==> src/rtl/fp_mul_unpack.sv <==
// Front-end of the pipelined FP multiplier: decodes an operand pair into sign,
// significands, class codes and biased exponent sum behind a 2-entry skid buffer.
module fp_mul_unpack #(
  parameter int DW   = 16,
  parameter int EXP  = 5,
  parameter int MANT = 10,
  parameter int BIAS = (2**(EXP-1))-1
) (
  input  logic                  clk,
  input  logic                  rst_n,
  input  logic                  in_valid,
  output logic                  in_ready,
  input  logic [DW-1:0]         op_a,
  input  logic [DW-1:0]         op_b,
  output logic                  out_valid,
  input  logic                  out_ready,
  output logic                  sign_out,
  output logic signed [EXP+1:0] exp_sum,
  output logic [MANT:0]         mant_a,
  output logic [MANT:0]         mant_b,
  output logic [2:0]            spe_case_a,
  output logic [2:0]            spe_case_b
);

  localparam logic [2:0] CLS_NORMAL = 3'd0;
  localparam logic [2:0] CLS_DENORM = 3'd1;
  localparam logic [2:0] CLS_ZERO   = 3'd2;
  localparam logic [2:0] CLS_INF    = 3'd3;
  localparam logic [2:0] CLS_NAN    = 3'd4;

  localparam logic [EXP+1:0] BIAS_W = (EXP+2)'(BIAS);

  typedef enum logic [1:0] {EMPTY, ONE, FULL} state_e;

  typedef struct packed {
    logic           sign;
    logic [EXP+1:0] exp_sum;
    logic [MANT:0]  mant_a;
    logic [MANT:0]  mant_b;
    logic [2:0]     cls_a;
    logic [2:0]     cls_b;
  } beat_t;

  function automatic logic [2:0] classify(input logic [EXP-1:0] e, input logic [MANT-1:0] f);
    logic [2:0] cls;
    if (&e)            cls = (f == '0) ? CLS_INF  : CLS_NAN;
    else if (e == '0)  cls = (f == '0) ? CLS_ZERO : CLS_DENORM;
    else               cls = CLS_NORMAL;
    return cls;
  endfunction

  // Denormals share the exponent of the smallest normal, hence exp==0 maps to 1.
  function automatic logic [EXP+1:0] eff_exp(input logic [EXP-1:0] e);
    return (e == '0) ? (EXP+2)'(1) : (EXP+2)'(e);
  endfunction

  logic [EXP-1:0]  exp_a, exp_b;
  logic [MANT-1:0] frac_a, frac_b;
  beat_t           in_beat;

  assign exp_a  = op_a[DW-2 -: EXP];
  assign exp_b  = op_b[DW-2 -: EXP];
  assign frac_a = op_a[MANT-1:0];
  assign frac_b = op_b[MANT-1:0];

  always_comb begin
    in_beat.sign    = op_a[DW-1] ^ op_b[DW-1];
    in_beat.exp_sum = eff_exp(exp_a) + eff_exp(exp_b) - BIAS_W;
    in_beat.mant_a  = {|exp_a, frac_a};
    in_beat.mant_b  = {|exp_b, frac_b};
    in_beat.cls_a   = classify(exp_a, frac_a);
    in_beat.cls_b   = classify(exp_b, frac_b);
  end

  state_e state_q, state_d;
  beat_t  out_q, out_d;
  beat_t  skid_q, skid_d;
  logic   push, pop;

  // Handshake flags derive only from the state register, so in_ready never
  // sees out_ready combinationally.
  always_comb begin
    out_valid = (state_q != EMPTY);
    in_ready  = (state_q != FULL);
  end

  assign push = in_valid && in_ready;
  assign pop  = out_valid && out_ready;

  // NOTE: every target gets a default before the case so no path leaves a
  // variable unassigned, which would otherwise infer a latch.
  always_comb begin
    state_d = state_q;
    out_d   = out_q;
    skid_d  = skid_q;
    unique case (state_q)
      EMPTY: begin
        if (push) begin
          out_d   = in_beat;
          state_d = ONE;
        end
      end
      ONE: begin
        if (push && pop) begin
          out_d = in_beat;
        end else if (pop) begin
          state_d = EMPTY;
        end else if (push) begin
          skid_d  = in_beat;
          state_d = FULL;
        end
      end
      FULL: begin
        if (pop) begin
          out_d   = skid_q;
          state_d = ONE;
        end
      end
      default: state_d = EMPTY;
    endcase
  end

  // NOTE: state uses non-blocking assignments so every flop samples the
  // pre-edge values; the data registers are reset too since they drive ports.
  always_ff @(posedge clk or negedge rst_n) begin
    if (!rst_n) begin
      state_q <= EMPTY;
      out_q   <= '0;
      skid_q  <= '0;
    end else begin
      state_q <= state_d;
      out_q   <= out_d;
      skid_q  <= skid_d;
    end
  end

  assign sign_out   = out_q.sign;
  assign exp_sum    = out_q.exp_sum;
  assign mant_a     = out_q.mant_a;
  assign mant_b     = out_q.mant_b;
  assign spe_case_a = out_q.cls_a;
  assign spe_case_b = out_q.cls_b;

endmodule
==> config.mk <==
export PLATFORM = sky130hd
export DESIGN_NAME = fp_mul_unpack
export DESIGN_NICKNAME = d
export VERILOG_FILES = /design/src/rtl/fp_mul_unpack.sv
export SDC_FILE = /design/constraint.sdc
export NUM_CORES = 1
export LEC_CHECK = 0
export CORE_UTILIZATION = 35
export CTS_BUF_LIST = sky130_fd_sc_hd__clkbuf_16
export DETAILED_ROUTE_END_ITERATION = 12
export PLACE_DENSITY = 0.69
export SKIP_LAST_GASP = 1
export SYNTH_ARGS = -nofsm -noshare
export SYNTH_HDL_FRONTEND = slang
export SYNTH_SLANG_ARGS = --single-unit
==> constraint.sdc <==
create_clock -name clk -period 1.5 [get_ports clk]
set_input_delay 0.3 -clock clk [delete_from_list [all_inputs] [get_ports clk]]
set_output_delay 0.3 -clock clk [all_outputs]
set_load 0.02 [all_outputs]
==> run_1/gates.png <==
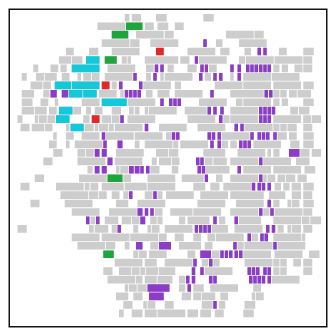
| color | family | cells | most used |
|---|---|---|---|
| green | mux cells | 5 | mux2_4 |
| purple | nand cells | 147 | nand2_1 |
| red | non-inverting ao/oa cells | 3 | a21o_1 |
| cyan | fa/ha/maj cells | 10 | ha_1 |
most numerous logic cell after layout: nand2_1
combinational share of cell area: 31.3%
fin cells: 661

==> run_1/m2.png <==
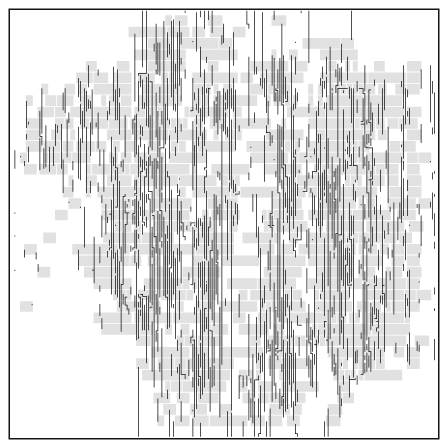
main direction: vertical
share of all routed wire: 51%
final wirelength: 9.93 mm
Via Count: 3,299

==> run_1/m3.png <==
The bar under the picture is 20 um long.
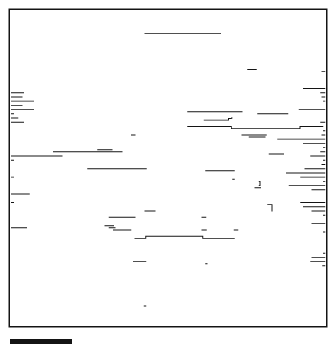
wire length on this layer: 439 um
longest straight run: 24.4 um
main direction: horizontal
share of all routed wire: 4.4%

==> run_1/ff_map.png <==
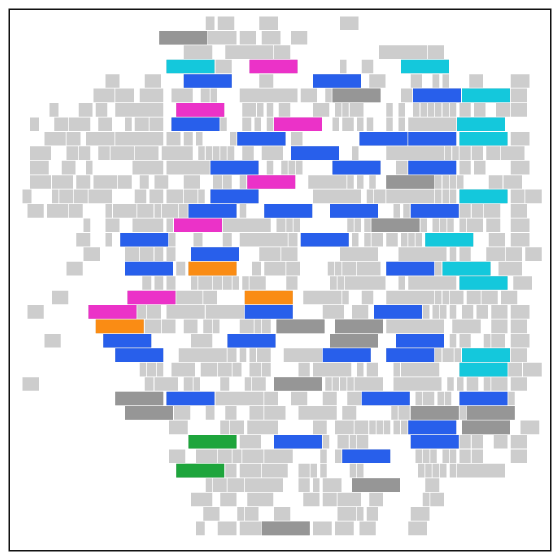
| color | signal | placed flops |
|---|---|---|
| green | state_q | 2 |
| orange | spe_case_b | 3 |
| cyan | mant_b | 11 |
| blue | skid_q | 36 |
| magenta | exp_sum | 7 |
not colored: 15

==> flow_summary.yaml, run 1 <==
# physical design summary
power_and_ir_drop:
  p_sw_share_pct: 32.3
  total_power_mw: 8.14
floorplan:
  rows: 36
drt:
  drc: 0
worst_setup_path:
  required_ns: 1.71
  r2r_cells: 5
  crit_path_end_kind: "register"
  crit_slowest_cell: "or4_4"
min_path:
  hold_path_end: "skid_q[25]$_DFFE_PN0P_"
  hold_path.class: "input port to register"
layout:
  nets: 569
yosys:
  yosys_area_sq_mm: 0.00348
  synth_warnings: 0
  yosysTopAreaCell: "dfrtp_1"
status:
  violations: "negative setup slack"
  status: "finished, violations left"
sta:
  clock.fmax_mhz: 520
  layout_setup_ws_ns: -0.425
  min_period_ns: 1.92
  setup_violations: 37
global_routing:
  antenna_found_initial: 0
  top_usage_layer: "met2"
cts:
  htree_levels: 3
  cts_root_buffer: "clkbuf_16"
  cts_buffer_depth: 2
[run 1: worst min-delay path, stage by stage]
cell           delay (ns)
dlygate4sd2_1        0.28
nand2_1              0.07
nand2_1              0.05
[run 1: stage by stage]
stage	util, %	std cells	area, sq um	setup TNS (ns)
after global placement	49.3	631	4800	-33.23
after detailed placement	49.3	631	4800	-35.16
after CTS	53.3	652	5190	-2.99
final	57.3	661	5570	-3.60
after global routing	57.3	661	5570	-6.28
after floorplan	-	389	3510	-5.10
[run 1: cell usage after synthesis (2+ instances only)]
cell type  instances
nand2_1          130
dfrtp_1           74
nor2_1            37
a31oi_1           22
o21ai_0           17
a21oi_1           14
nand3_1           12
buf_2              9
ha_1               9
buf_4              8
clkbuf_1           7
inv_1              5
o22ai_1            5
nor4_1             4
o211ai_1           4
nor2b_1            3
xnor2_1            3
a21o_1             2
mux2_2             2
mux2i_1            2
nand2b_1           2
nand4_1            2
nor2_4             2
o21bai_1           2
or4_4              2
[run 1: logic make-up after synthesis]
family,share of synthesized area (%)
AND/OR/NAND/NOR,23.9
XOR/XNOR,1.01
AND-OR/OR-AND,11.7
adder cells (fa/ha/maj),3.81
multiplexers,1.65
buffers and inverters,4.74
flip-flops,53.1
[run 1: power groups by stage]
stage | logic, mW | clock network, mW | registers [mW]
3_3_place_gp | 2.45 | 0 | 3.00
5_1_grt | 2.94 | 2.51 | 3.10
4_1_cts | 2.37 | 2.42 | 2.98
6_report | 2.71 | 2.40 | 3.04
2_1_floorplan | 0.944 | 0 | 3.33
3_5_place_dp | 2.51 | 0 | 3.02
[run 1: routing by layer]
layer	up-vias	share of wire, %
met5	-	0
met4	0	1.7
met1	1615	43
li1	1574	-
met3	15	4.4
met2	95	51
[run 1: area by class of cell]
cell class | count | area, sq um | area share (%)
inverters | 6 | 22.5 | 0.404
repair buffers | 148 | 1460 | 26.2
clock buffers | 9 | 225 | 4.04
clock inverters | 7 | 108 | 1.93
multi-input cells | 284 | 1740 | 31.3
flip-flops and latches | 74 | 1850 | 33.2
well taps | 133 | 166 | 2.99
[run 1: registers in the layout, summed over array words and instances, names as in the netlist]
signal      count
state_q         2
sign_out        1
mant_a         11
spe_case_a      3
mant_b         11
skid_q         36
spe_case_b      3
exp_sum         7
[run 1: how the worst max path moves through the flow]
stage	start	to	cells past startpoint
after detailed placement	op_a[12]	exp_sum[5]$_DFFE_PN0P_	12
after CTS	op_b[14]	exp_sum[5]$_DFFE_PN0P_	12
after floorplan	op_a[12]	exp_sum[3]$_DFFE_PN0P_	10
after global placement	op_b[10]	exp_sum[3]$_DFFE_PN0P_	11
final	op_b[14]	exp_sum[5]$_DFFE_PN0P_	12
after global routing	op_a[14]	exp_sum[5]$_DFFE_PN0P_	12
[run 1: repair_timing]
item	4_1_cts	5_1_grt
gates resized	99	61
gates cloned	0	5
setup buffers	4	4
hold buffers	1	0
endpoints found under the setup margin	101	64
pin swaps	22	14
endpoints found under the hold margin	30	0
==> run_1/congestion_map.png <==
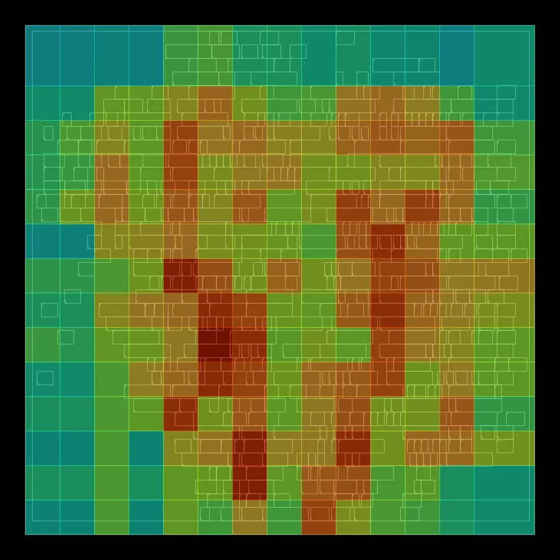

--- run 2 (diff from run 1) ---
--- a/config.mk
+++ b/config.mk
@@ -5,11 +5,12 @@
 export SDC_FILE = /design/constraint.sdc
 export NUM_CORES = 1
 export LEC_CHECK = 0
-export CORE_UTILIZATION = 35
+export CORE_UTILIZATION = 46
 export CTS_BUF_LIST = sky130_fd_sc_hd__clkbuf_16
 export DETAILED_ROUTE_END_ITERATION = 12
-export PLACE_DENSITY = 0.69
+export PLACE_DENSITY = 0.84
 export SKIP_LAST_GASP = 1
 export SYNTH_ARGS = -nofsm -noshare
 export SYNTH_HDL_FRONTEND = slang
 export SYNTH_SLANG_ARGS = --single-unit
+export TNS_END_PERCENT = 20
==> run_2/congestion_map.png <==
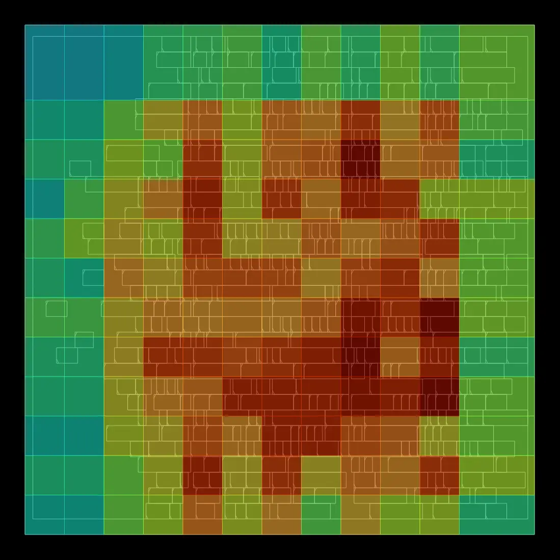
most used routing layer in global routing: met2
met3 Use GR: 4.62%

==> flow_summary.yaml, run 2 <==
# physical design summary
yosys:
  synth_warnings: 0
  yosys_area_sq_mm: 0.00348
global_routing:
  antenna_found_initial: 0
layout:
  regMostFlops: "skid_q"
  largest_register_ffs: 36
  nets: 560
  mi_logic_area_sq_mm: 0.00159
sta:
  setup_violations: 66
  hold_slack_ns: -0.0131
  clock.fmax_mhz: 495
  fin_setup_tns_ns: -7.40
  finalHoldViolCount: 12
  layout_setup_ws_ns: -0.521
worst_setup_path:
  crit_start: "op_b[10]"
  crit_path_end_kind: "register"
status:
  violations: "negative hold slack, negative setup slack"
  status: "finished, violations left"
cts:
  cts_buffer_depth: 2
  holdBufCountCts: 0
  htree_levels: 3
power_and_ir_drop:
  total_power_mw: 8.29
drt:
  wl_mm: 10.8
  dr.max_layer_used: "met4"
==> run 2: cell counts after synthesis <==
Identical to the previous run, type by type.
==> run 2: cell type report <==
class,count,area share (%)
clock inverter,7,2.20
clock buffer,9,4.25
timing repair buffer,139,25.9
tap,99,2.34
sequential,74,35.0
inverter,6,0.425
multi-input combinational,284,30.0
==> run 2: repair_timing <==
action                                  CTS  global route
endpoints found under the setup margin  109           104
hold endpoints to repair                  0             0
gates resized                            61            27
pin swaps                                19            14
buffers inserted                          4             5
gates cloned                              1             4
==> run 2: worst min-delay path by stage <==
stage / slack (ns) / end
final: -0.01 / mant_b[3]$_DFFE_PN0P_
after global placement: 0.36 / mant_b[0]$_DFFE_PN0P_
after floorplan: 0.004 / exp_sum[0]$_DFFE_PN0P_
after global routing: 0.02 / mant_b[2]$_DFFE_PN0P_
after CTS: 0.009 / mant_b[0]$_DFFE_PN0P_
after detailed placement: 0.36 / mant_b[0]$_DFFE_PN0P_
==> run 2: power by group through the flow <==
stage | logic, mW | registers (mW) | clock network, mW
detailed placement | 2.47 | 3.02 | 0
finish | 2.76 | 3.05 | 2.48
global route | 2.99 | 3.09 | 2.57
floorplan | 0.932 | 3.33 | 0
global placement | 2.38 | 2.99 | 0
CTS | 2.56 | 3.00 | 2.48
==> run 2: cells by family (layout without fill, tap and decap cells) <==
kind of cell               after synthesis  in the layout  synth area share [%]
buffers and inverters                   31            161                  4.74
and+or+nand+nor                        197            197                  23.9
adders and majority gates               10             10                  3.81
AOI/OAI and AO/OA                       68             68                  11.7
DFF                                     74             74                  53.1
muxes                                    5              5                  1.65
xor gates and xnor gates                 4              4                  1.01
==> run 2: routing by layer <==
layer / track usage (%) / vias to the layer above
met4: 12.1 / 0
met5: 0 / -
li1: - / 1558
met2: 42.4 / 197
met1: 33.5 / 1697
met3: 4.62 / 48
==> run_2/m3.png <==
The bar under the picture is 20 um long.
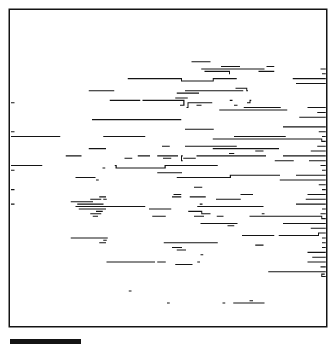

--- run 3 (diff from run 2) ---
--- a/config.mk
+++ b/config.mk
@@ -5,10 +5,11 @@
 export SDC_FILE = /design/constraint.sdc
 export NUM_CORES = 1
 export LEC_CHECK = 0
-export CORE_UTILIZATION = 46
+export CORE_MARGIN = 4
+export CORE_UTILIZATION = 51
 export CTS_BUF_LIST = sky130_fd_sc_hd__clkbuf_16
 export DETAILED_ROUTE_END_ITERATION = 12
-export PLACE_DENSITY = 0.84
+export PLACE_DENSITY = 0.88
 export SKIP_LAST_GASP = 1
 export SYNTH_ARGS = -nofsm -noshare
 export SYNTH_HDL_FRONTEND = slang
==> constraint.sdc (replaced) <==
create_clock -name clk -period 2.25 [get_ports clk]
set_input_delay 0.45 -clock clk [delete_from_list [all_inputs] [get_ports clk]]
set_output_delay 0.45 -clock clk [all_outputs]
set_load 0.02 [all_outputs]
==> run_3/m3.png <==
The bar under the picture is 20 um long.
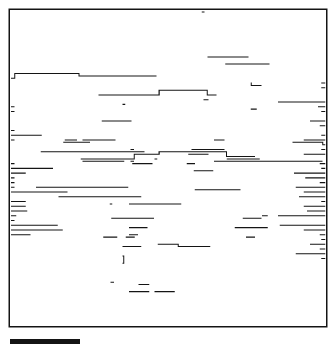
nets with wire on the layer: 83
main direction: horizontal
wire length on this layer: 699 um
share of all routed wire: 7.9%

==> flow_summary.yaml, run 3 <==
# physical design summary
sta:
  layout_setup_ws_ns: 0.0566
  fin_setup_tns_ns: 0
  finalHoldViolCount: 0
  setup_violations: 0
layout:
  nets: 514
  regMostFlops: "skid_q"
  largest_register_ffs: 36
global_routing:
  antenna_found_initial: 0
  grt_pass1_wl_mm: 14.5
status:
  status: "finished clean"
cts:
  cts_buffer_depth: 2
  htree_levels: 3
  holdBufCountCts: 0
worst_setup_path:
  crit_path_end_kind: "register"
floorplan:
  fp.dieW_um: 90.7
yosys:
  ys_async_sr_fraction_pct: 100
  yosys_area_sq_mm: 0.00348
  edf_count: 0
  synth_warnings: 0
drt:
  wl_mm: 8.82
## run 3: cell counts after synthesis
No cell type changed its count.
## run 3: kinds of logic after synthesis
kind of cell | Yosys count | share of synthesized area, %
flip-flops | 74 | 53.1
AND-OR/OR-AND | 68 | 11.7
XOR/XNOR | 4 | 1.01
AND/OR/NAND/NOR | 197 | 23.9
multiplexers | 5 | 1.65
buffers and inverters | 31 | 4.74
adder cells (fa/ha/maj) | 10 | 3.81
## run 3: cell type report
| cell class | count | area (sq um) | area share (%) |
|---|---|---|---|
| clock buffer | 9 | 225 | 4.79 |
| sequential | 74 | 1850 | 39.4 |
| inverter | 6 | 22.5 | 0.479 |
| timing repair buffer | 93 | 911 | 19.4 |
| tap | 77 | 96.3 | 2.05 |
| multi-input combinational | 284 | 1510 | 32.1 |
| clock inverter | 7 | 83.8 | 1.78 |
## run 3: where the power goes
group          internal (mW)  total (mW)  switching [mW]  leakage, nW
Combinational          0.734        1.58           0.842         1.16
Sequential              1.76        2.02           0.266        0.890
Clock                  0.957        1.49           0.533        0.148
## run 3: what timing repair did
item,4_1_cts,5_1_grt
endpoints found under the setup margin,10,7
resized,27,3
pin swaps,12,7
buffers inserted,2,0
## run 3: final timing paths
kind,endpoint,depth (start not counted),start,slack [ns]
max,exp_sum[3]$_DFFE_PN0P_,11,op_b[13],0.06
min,skid_q[23]$_DFFE_PN0P_,2,rst_n,0.16
max reg2reg,exp_sum[3]$_DFFE_PN0P_,6,state_q[1]$_DFFE_PN0P_,0.66
min reg2reg,skid_q[5]$_DFFE_PN0P_,2,skid_q[5]$_DFFE_PN0P_,0.47
max in group asynchronous,exp_sum[4]$_DFFE_PN0P_,2,rst_n,1.80
min in group clk,skid_q[5]$_DFFE_PN0P_,2,skid_q[5]$_DFFE_PN0P_,0.47
## run 3: layer usage
metal	global-route usage [%]	routed length, um	vias to the layer above
met5	0	0	-
met4	7.14	114	0
met3	5.33	698	13
met2	37.8	4340	144
met1	27.3	3660	1480
li1	-	-	1456
## run 3: stage by stage
step           hold slack (ns)  std cells
6_report                 0.157        550
5_1_grt                  0.191        550
4_1_cts                  0.167        550
3_5_place_dp             0.462        532
3_3_place_gp             0.444        532
2_1_floorplan            0.154        389
## run 3: worst register-to-register path: stages, from the launching register on
cell and delay, ns:
dfrtp_1 0.48, nor2b_2 0.24, inv_2 0.05, buf_4 0.24, nor2_1 0.14, a21oi_1 0.05
mux2_2 0.28
Power is estimated from default activity; no workload was simulated.
